$ cat config.mk
export PLATFORM = sky130hd
export DESIGN_NAME = pulse_multi_handshake_src_flat
export DESIGN_NICKNAME = d
export VERILOG_FILES = /design/src/rtl/pulse_hs_pkg.sv /design/src/rtl/pulse_multi_handshake_src_if.sv /design/src/rtl/jlsemi_util_sync_pos_with_rst_low.sv /design/src/rtl/pulse_hs_src_ch.sv /design/src/rtl/pulse_multi_handshake_src.sv /design/src/flat_wrapper.sv
export SDC_FILE = /design/constraint.sdc
export NUM_CORES = 1
export LEC_CHECK = 0
export ABC_AREA = 1
export ABC_CLOCK_PERIOD_IN_PS = 1900
export CAP_MARGIN = 20
export CORE_MARGIN = 2
export CORE_UTILIZATION = 54
export CTS_BUF_LIST = sky130_fd_sc_hd__clkbuf_8
export CTS_CLUSTER_DIAMETER = 200
export DETAILED_ROUTE_END_ITERATION = 8
export GPL_ROUTABILITY_DRIVEN = 0
export PLACE_DENSITY = 0.95
export SETUP_SLACK_MARGIN = 0.05
export SYNTH_ARGS = -nofsm -noshare
export SYNTH_HDL_FRONTEND = slang
export SYNTH_HIERARCHICAL = 1
export SYNTH_SLANG_ARGS = --single-unit
$ cat constraint.sdc
create_clock -name clk -period 1.9 [get_ports clk]
set_input_delay 0.285 -clock clk [delete_from_list [all_inputs] [get_ports clk]]
set_output_delay 0.285 -clock clk [all_outputs]
set_load 0.02 [all_outputs]
$ cat src/rtl/pulse_hs_pkg.sv
// Shared definitions for the pulse handshake source: channel FSM encoding,
// parameter limits and a small clamping helper.
package pulse_hs_pkg;

    typedef enum logic [1:0] {
        IDLE = 2'b00,
        REQ  = 2'b01,
        WAIT = 2'b10
    } hs_state_t;

    localparam int SYNC_STEP_MIN = 2;
    localparam int SYNC_STEP_MAX = 4;
    localparam int CNT_W_MIN     = 1;
    localparam int CNT_W_MAX     = 8;

    // Force a parameter into its legal range.
    function automatic int clamp_int(input int v, input int lo, input int hi);
        if (v < lo) return lo;
        if (v > hi) return hi;
        return v;
    endfunction

endpackage

$ cat src/rtl/pulse_multi_handshake_src_if.sv
// Four-phase request/acknowledge bundle between the source engine (master)
// and the destination domain (slave), one bit per channel.
interface pulse_multi_handshake_src_if #(
    parameter int NUM_CH = 4
);
    logic [NUM_CH-1:0] req;
    logic [NUM_CH-1:0] ack;

    modport master (output req, input ack);
    modport slave  (input req, output ack);
endinterface

$ cat src/rtl/jlsemi_util_sync_pos_with_rst_low.sv
// Multi-flop level synchroniser, posedge clocked, cleared by active-low reset.
module jlsemi_util_sync_pos_with_rst_low #(
    parameter int STAGES = 2
) (
    input  logic clk,
    input  logic rst_n,
    input  logic d,
    output logic q
);
    logic [STAGES-1:0] sync_reg;

    // Shift the asynchronous input through the flop chain.
    always_ff @(posedge clk or negedge rst_n) begin
        if (!rst_n) sync_reg <= '0;
        else        sync_reg <= {sync_reg[STAGES-2:0], d};
    end

    assign q = sync_reg[STAGES-1];
endmodule

$ cat src/rtl/pulse_hs_src_ch.sv
// One handshake channel: IDLE/REQ/WAIT FSM, pending-event counter and
// sticky overflow flag. The counter exists only when PULSE_HS_QUEUE_EN is
// defined; otherwise a pulse during a handshake is dropped and flagged.
module pulse_hs_src_ch
    import pulse_hs_pkg::*;
#(
    parameter int CNT_W = 4
) (
    input  logic             clk,
    input  logic             rst_n,
    input  logic             src_pulse,
    input  logic             ack_s,
    input  logic             ovf_clr,
    output logic             req,
    output logic             busy,
    output logic             done_pulse,
    output logic             ovf,
    output logic [CNT_W-1:0] pend_cnt
);
    hs_state_t state_reg, state_next;
    logic      held_pulse;      // pulse arriving while a handshake is in flight
    logic      completion;      // WAIT with ack_s low: handshake finishes now
    logic      queue_nonempty;
    logic      queue_next_nonempty;
    logic      ovf_set;
    logic      req_reg, busy_reg, done_reg, ovf_reg;

    // Next-state decode; relaunch if events are queued or one arrives now.
    always_comb begin
        state_next = state_reg;
        held_pulse = 1'b0;
        completion = 1'b0;
        case (state_reg)
            IDLE: if (src_pulse) state_next = REQ;
            REQ: begin
                held_pulse = src_pulse;
                if (ack_s) state_next = WAIT;
            end
            WAIT: begin
                if (ack_s) begin
                    held_pulse = src_pulse;
                end else begin
                    completion = 1'b1;
                    state_next = (queue_nonempty || src_pulse) ? REQ : IDLE;
                end
            end
            default: state_next = IDLE;
        endcase
    end

    // State register; a stale ack in IDLE has no effect since IDLE ignores it.
    always_ff @(posedge clk or negedge rst_n) begin
        if (!rst_n) state_reg <= IDLE;
        else        state_reg <= state_next;
    end

`ifdef PULSE_HS_QUEUE_EN
    localparam logic [CNT_W-1:0] CNT_MAX = '1;
    logic [CNT_W-1:0] cnt_reg, cnt_next;

    // Queue bookkeeping: count held pulses, pop one on relaunch, saturate.
    always_comb begin
        cnt_next = cnt_reg;
        ovf_set  = 1'b0;
        if (completion && (cnt_reg != '0)) begin
            cnt_next = cnt_reg - CNT_W'(1) + CNT_W'(src_pulse);
        end else if (held_pulse) begin
            if (cnt_reg == CNT_MAX) ovf_set  = 1'b1;
            else                    cnt_next = cnt_reg + CNT_W'(1);
        end
    end

    // Pending counter register.
    always_ff @(posedge clk or negedge rst_n) begin
        if (!rst_n) cnt_reg <= '0;
        else        cnt_reg <= cnt_next;
    end

    assign queue_nonempty      = (cnt_reg != '0);
    assign queue_next_nonempty = (cnt_next != '0);
    assign pend_cnt            = cnt_reg;
`else
    assign ovf_set             = held_pulse;
    assign queue_nonempty      = 1'b0;
    assign queue_next_nonempty = 1'b0;
    assign pend_cnt            = '0;
`endif

    // Registered outputs, computed from next-state so req follows a pulse by one edge.
    always_ff @(posedge clk or negedge rst_n) begin
        if (!rst_n) begin
            req_reg  <= 1'b0;
            busy_reg <= 1'b0;
            done_reg <= 1'b0;
            ovf_reg  <= 1'b0;
        end else begin
            req_reg  <= (state_next == REQ);
            busy_reg <= (state_next != IDLE) || queue_next_nonempty;
            done_reg <= completion;
            ovf_reg  <= ovf_set || (ovf_reg && !ovf_clr);
        end
    end

    assign req        = req_reg;
    assign busy       = busy_reg;
    assign done_pulse = done_reg;
    assign ovf        = ovf_reg;
endmodule

$ cat src/rtl/pulse_multi_handshake_src.sv
// Multi-channel four-phase pulse handshake source. Each channel has its own
// ack synchroniser and handshake engine. Optional event queue: PULSE_HS_QUEUE_EN.
module pulse_multi_handshake_src
    import pulse_hs_pkg::*;
#(
    parameter int NUM_CH    = 4,
    parameter int SYNC_STEP = 2,
    parameter int CNT_W     = 4
) (
    input  logic                    clk,
    input  logic                    rst_n,
    input  logic [NUM_CH-1:0]       src_pulse,
    pulse_multi_handshake_src_if.master hs,
    output logic [NUM_CH-1:0]       busy,
    output logic [NUM_CH-1:0]       done_pulse,
    output logic [NUM_CH*CNT_W-1:0] pend_cnt,
    output logic [NUM_CH-1:0]       ovf,
    input  logic [NUM_CH-1:0]       ovf_clr
);
    localparam int SYNC_N = clamp_int(SYNC_STEP, SYNC_STEP_MIN, SYNC_STEP_MAX);

    logic [NUM_CH-1:0] ack_s;
    logic [NUM_CH-1:0] req_w;

    generate
        for (genvar gi = 0; gi < NUM_CH; gi++) begin : g_ch
            jlsemi_util_sync_pos_with_rst_low #(.STAGES(SYNC_N)) u_ack_sync (
                .clk   (clk),
                .rst_n (rst_n),
                .d     (hs.ack[gi]),
                .q     (ack_s[gi])
            );

            pulse_hs_src_ch #(.CNT_W(CNT_W)) u_ch (
                .clk        (clk),
                .rst_n      (rst_n),
                .src_pulse  (src_pulse[gi]),
                .ack_s      (ack_s[gi]),
                .ovf_clr    (ovf_clr[gi]),
                .req        (req_w[gi]),
                .busy       (busy[gi]),
                .done_pulse (done_pulse[gi]),
                .ovf        (ovf[gi]),
                .pend_cnt   (pend_cnt[gi*CNT_W +: CNT_W])
            );
        end
    endgenerate

    assign hs.req = req_w;
endmodule

$ cat src/flat_wrapper.sv
// flat-port wrapper written by rule: the top's interface ports become plain ports
module pulse_multi_handshake_src_flat import pulse_hs_pkg::*;
#(
    parameter int NUM_CH    = 4,
    parameter int SYNC_STEP = 2,
    parameter int CNT_W     = 4
)
  (clk, rst_n, src_pulse, busy, done_pulse, pend_cnt, ovf, ovf_clr, hs_req, hs_ack);
  pulse_multi_handshake_src_if #(.NUM_CH(NUM_CH)) hs_i ();
  input  logic clk;
  input  logic rst_n;
  input  logic [NUM_CH-1:0] src_pulse;
  output logic [NUM_CH-1:0] busy;
  output logic [NUM_CH-1:0] done_pulse;
  output logic [NUM_CH*CNT_W-1:0] pend_cnt;
  output logic [NUM_CH-1:0] ovf;
  input  logic [NUM_CH-1:0] ovf_clr;
  output wire logic [$bits(hs_i.req)-1:0] hs_req;
  input wire logic [$bits(hs_i.ack)-1:0] hs_ack;
  assign hs_req = hs_i.req;
  assign hs_i.ack = hs_ack;
  pulse_multi_handshake_src #(.NUM_CH(NUM_CH), .SYNC_STEP(SYNC_STEP), .CNT_W(CNT_W)) u_core (.clk(clk), .rst_n(rst_n), .src_pulse(src_pulse), .hs(hs_i), .busy(busy), .done_pulse(done_pulse), .pend_cnt(pend_cnt), .ovf(ovf), .ovf_clr(ovf_clr));
endmodule
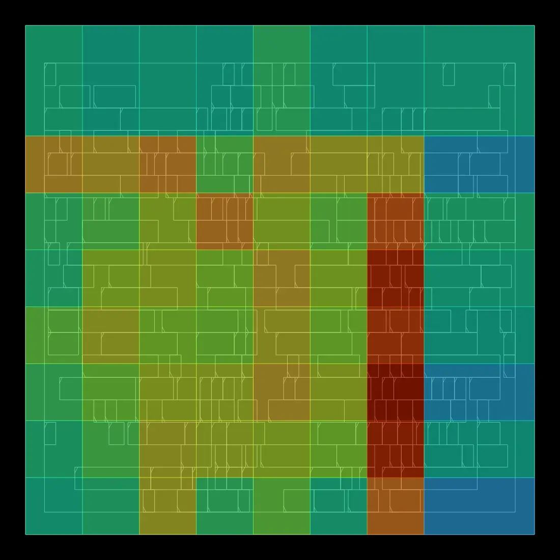
*Track usage over the die*
Wirelength per Cell: 9.527 µm
global routing usage on met3: 4.832%
most used routing layer in global routing: met2

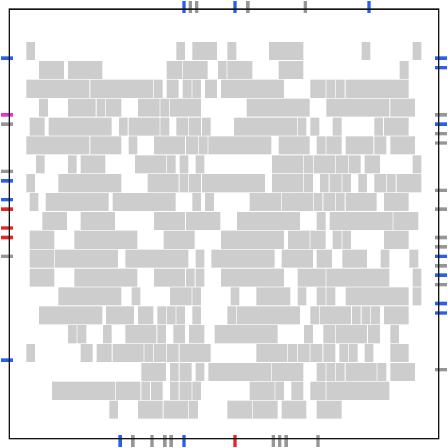
*Ports around the boundary*
Pins as bars across the die edge, other pins in grey.
colour	port	pins	direction	edge
magenta	`clk`	1	input	left
blue	`pend_cnt`	16	output	7 right, 4 left, 3 top, 2 bottom
red	`hs_ack`	4	input	3 left, 1 bottom

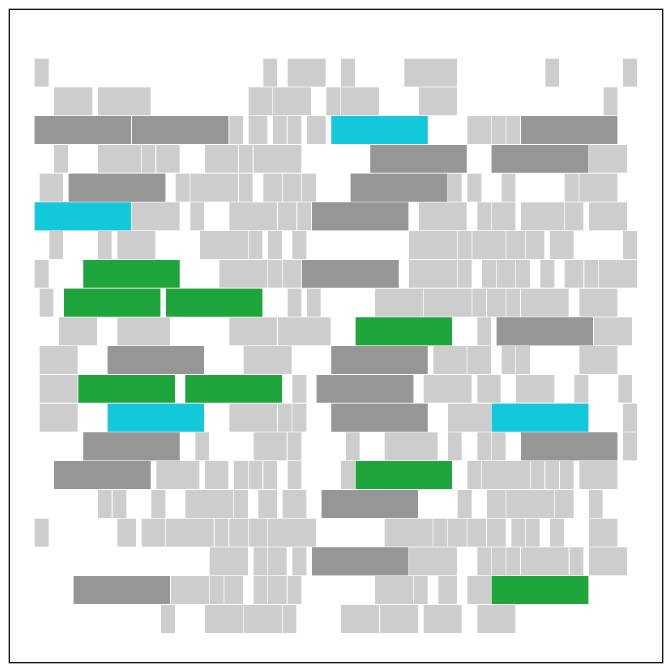
*Sequential cells coloured by netlist name*
Other sequential cells in the stronger grey, the rest of the logic in the fainter grey.
colour	name in the netlist	placed flops
green	`u_core/g_ch.u_ack_sync/sync_reg`	8
cyan	`u_core/g_ch.u_ch/busy`	4

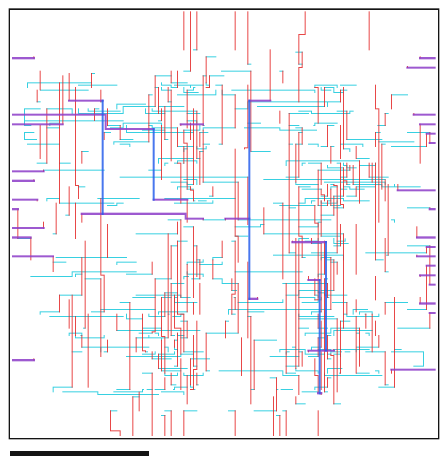
*Routed metal, one colour a layer*
The bar under the picture is 20 µm long.
colour	layer	wire length
blue	metal 4	87.0 µm
red	metal 2	1260 µm
purple	metal 3	147 µm
cyan	metal 1	1110 µm

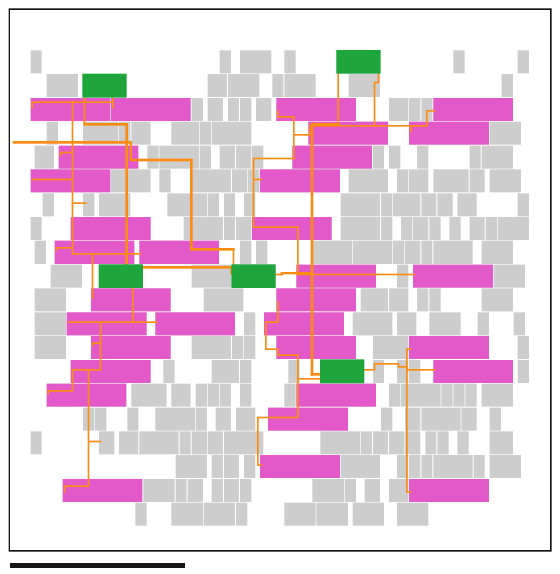
*Clock distribution*
The bar under the picture is 20 µm long.
[green] clock drivers | count: 5
[orange] clock wires | length: 369 µm
[magenta] flip-flops | count: 32
routed clock nets	6

[path summary, 6_finish.rpt]
check	endpoint	start	slack (ns)	depth (start not counted)
max in group asynchronous	u_core/g_ch[1].u_ack_sync/sync_reg[1]$_DFF_PN0_	rst_n	1.21	2
max reg2reg	u_core/g_ch[0].u_ch/busy$_DFF_PN0_	u_core/g_ch[0].u_ch/state_reg[0]$_DFF_PN0_	0.58	8
min	u_core/g_ch[1].u_ack_sync/sync_reg[1]$_DFF_PN0_	u_core/g_ch[1].u_ack_sync/sync_reg[0]$_DFF_PN0_	0.35	0
min reg2reg	u_core/g_ch[1].u_ack_sync/sync_reg[1]$_DFF_PN0_	u_core/g_ch[1].u_ack_sync/sync_reg[0]$_DFF_PN0_	0.35	0
max	ovf[3]	u_core/g_ch[3].u_ch/ovf$_DFF_PN0_	0.38	1
min in group asynchronous	u_core/g_ch[0].u_ack_sync/sync_reg[1]$_DFF_PN0_	rst_n	0.40	2
[per-layer routing]
| metal | GRT usage, % | vias to the layer above | part of all wire [%] |
|---|---|---|---|
| met5 | 0 | - | 0 |
| met4 | 11.55 | 0 | 3.3 |
| met3 | 4.832 | 11 | 5.6 |
| met2 | 27.37 | 41 | 48 |
| met1 | 17.57 | 529 | 43 |
| li1 | - | 611 | - |
[power by group]
| group | switching (mW) | total, mW | internal, mW |
|---|---|---|---|
| registers | 0.143 | 1.03 | 0.884 |
| logic | 0.835 | 1.40 | 0.565 |
| clock network | 0.221 | 0.464 | 0.243 |
[logic make-up after synthesis]
logic type	Yosys count
buf+inv	60
flops	32
simple gates	64
other cells	4
fa+ha+maj	24
compound gates	12
==> impl_metrics.py <==
# Generated from Yosys and OpenROAD reports
metrics = {
    "power": {
        "power.leakage_nw": 1.116,
        "ir_worst_vdd_uv": 639.4,
        "total_power_mw": 2.891,
    },
    "layout": {
        "regArea_um2": 800.8,
        "num_antenna_cells": 0,
        "buffers": 30,
        "fillCellCount": 256,
        "comb-cell-share_pct": 35.12,
        "stdcell_area_um2": 2152,
        "seq_area_share_pct": 37.21,
        "final_layout_size_suffix_gt1_share_pct": 20.52,
        "nonClockInverterCount": 44,
        "largestClassByArea": "flip-flops and latches",
        "non_filler_cells_final": 273,
        "utilization_pct": 69.35,
        "synthToLayoutAreaGrowth_pct": 19.78,
        "nets": 267,
        "final_layout_top_logic_cell": "sky130_fd_sc_hd__dfrtp_1",
        "non_clock_buffer_share_pct": 13.84,
        "num-multi-input-gates": 116,
        "clock_tree_area_fraction_pct": 3.605,
    },
    "detailed_routing": {
        "remaining_antenna_violation_count": 0,
        "routed-via-count": 1192,
        "detailedRoute.firstPassIterationCount": 4,
        "detail_route.wirelength_mm": 2.601,
        "routed_via_density": 4.366,
        "detail_route.iter0.violations": 54,
    },
    "place": {
        "place_area_um2": 2074,
        "dpl_worst_slack_ns": 0.5722,
        "port-buffer-count": 29,
        "number_of_cells_in_the_design_after_placement": 266,
        "dp_hpwl_mm": 2.011,
    },
    "yosys": {
        "synth-xor-area-share_pct": 0,
        "synthAdderAreaFrac_pct": 16.71,
        "post_synthesis_instance_area_um2": 1797,
        "synth.avg_cell_area_um2": 9.167,
        "ys_types": 15,
        "syn-instance-count": 196,
        "netlist.top_cell.by_area": "sky130_fd_sc_hd__dfrtp_1",
        "synth_stat.cells": 196,
        "synthDominantCellAreaShare_pct": 44.57,
        "logic_family": "simple AND/OR/NAND/NOR gates",
        "aoi_share_pct": 4.178,
        "synth.cellmix.simpleShare_pct": 17.83,
        "ys_ff": 32,
        "postSynth.topFlopCell": "sky130_fd_sc_hd__dfrtp_1",
    },
    "timing": {
        "setup-tns-final_ns": 0,
        "clk_skew_ns": 0.004038,
        "finalSetupViolCount": 0,
        "layout_setup_ws_ns": 0.3820,
        "max_clock_freq_ghz": 0.6587,
        "rsz0062_at_grt": "false",
        "final.hold.worst_slack_ns": 0.3475,
        "min_period_over_period_pct": 79.90,
    },
    "critical_path": {
        "timing.critical_path.fanout_max": 2,
        "critical_path.slowest_cell": "sky130_fd_sc_hd__clkdlybuf4s50_1",
        "data_arrival_time_of_the_critical_path_ns": 1.23,
        "timing_worst_setup_path_type": "register to output port",
        "critical_path_buf_inv_count": 1,
        "crit_path_start_kind": "register",
        "critPathCaptureType": "output port",
    },
    "job": {
        "max_cap_viol_count": 0,
        "openroad.warnings": 46,
    },
    "floorplan": {
        "fp.dieW_um": 61.68,
        "die_y_um": 61.68,
        "fp.coreArea_um2": 3103,
        "chip_area_um2": 3804,
        "tap-cell-count": 44,
        "core_util_floorplan_pct": 57.90,
        "ioPinCount": 46,
        "rows": 20,
    },
    "global_routing": {
        "grt_pass1_vias": 1124,
        "antenna_found_initial": 0,
        "first_pass_grt_wire_length_mm": 4.340,
        "grt_total_ovfl": 0,
        "grt_start_max_net_pins": 33,
    },
    "cts": {
        "cts.repair.resized": 0,
        "hold_fix_buffers_at_cts": 0,
        "cts.repair_timing.setup_buffer_count": 0,
        "cts_buffers": 5,
        "clk_latency_ns": 0.28,
        "htreeDepth": 2,
        "clk_pin_slew_ns": 0.06,
        "cts.path.max_buffers": 2,
    },
    "hold_path": {
        "holdCritPathClass": "register to register",
    },
    "status": {
        "outcome": "finished, final reports clean",
    },
}
Power is estimated from default activity; no workload was simulated.
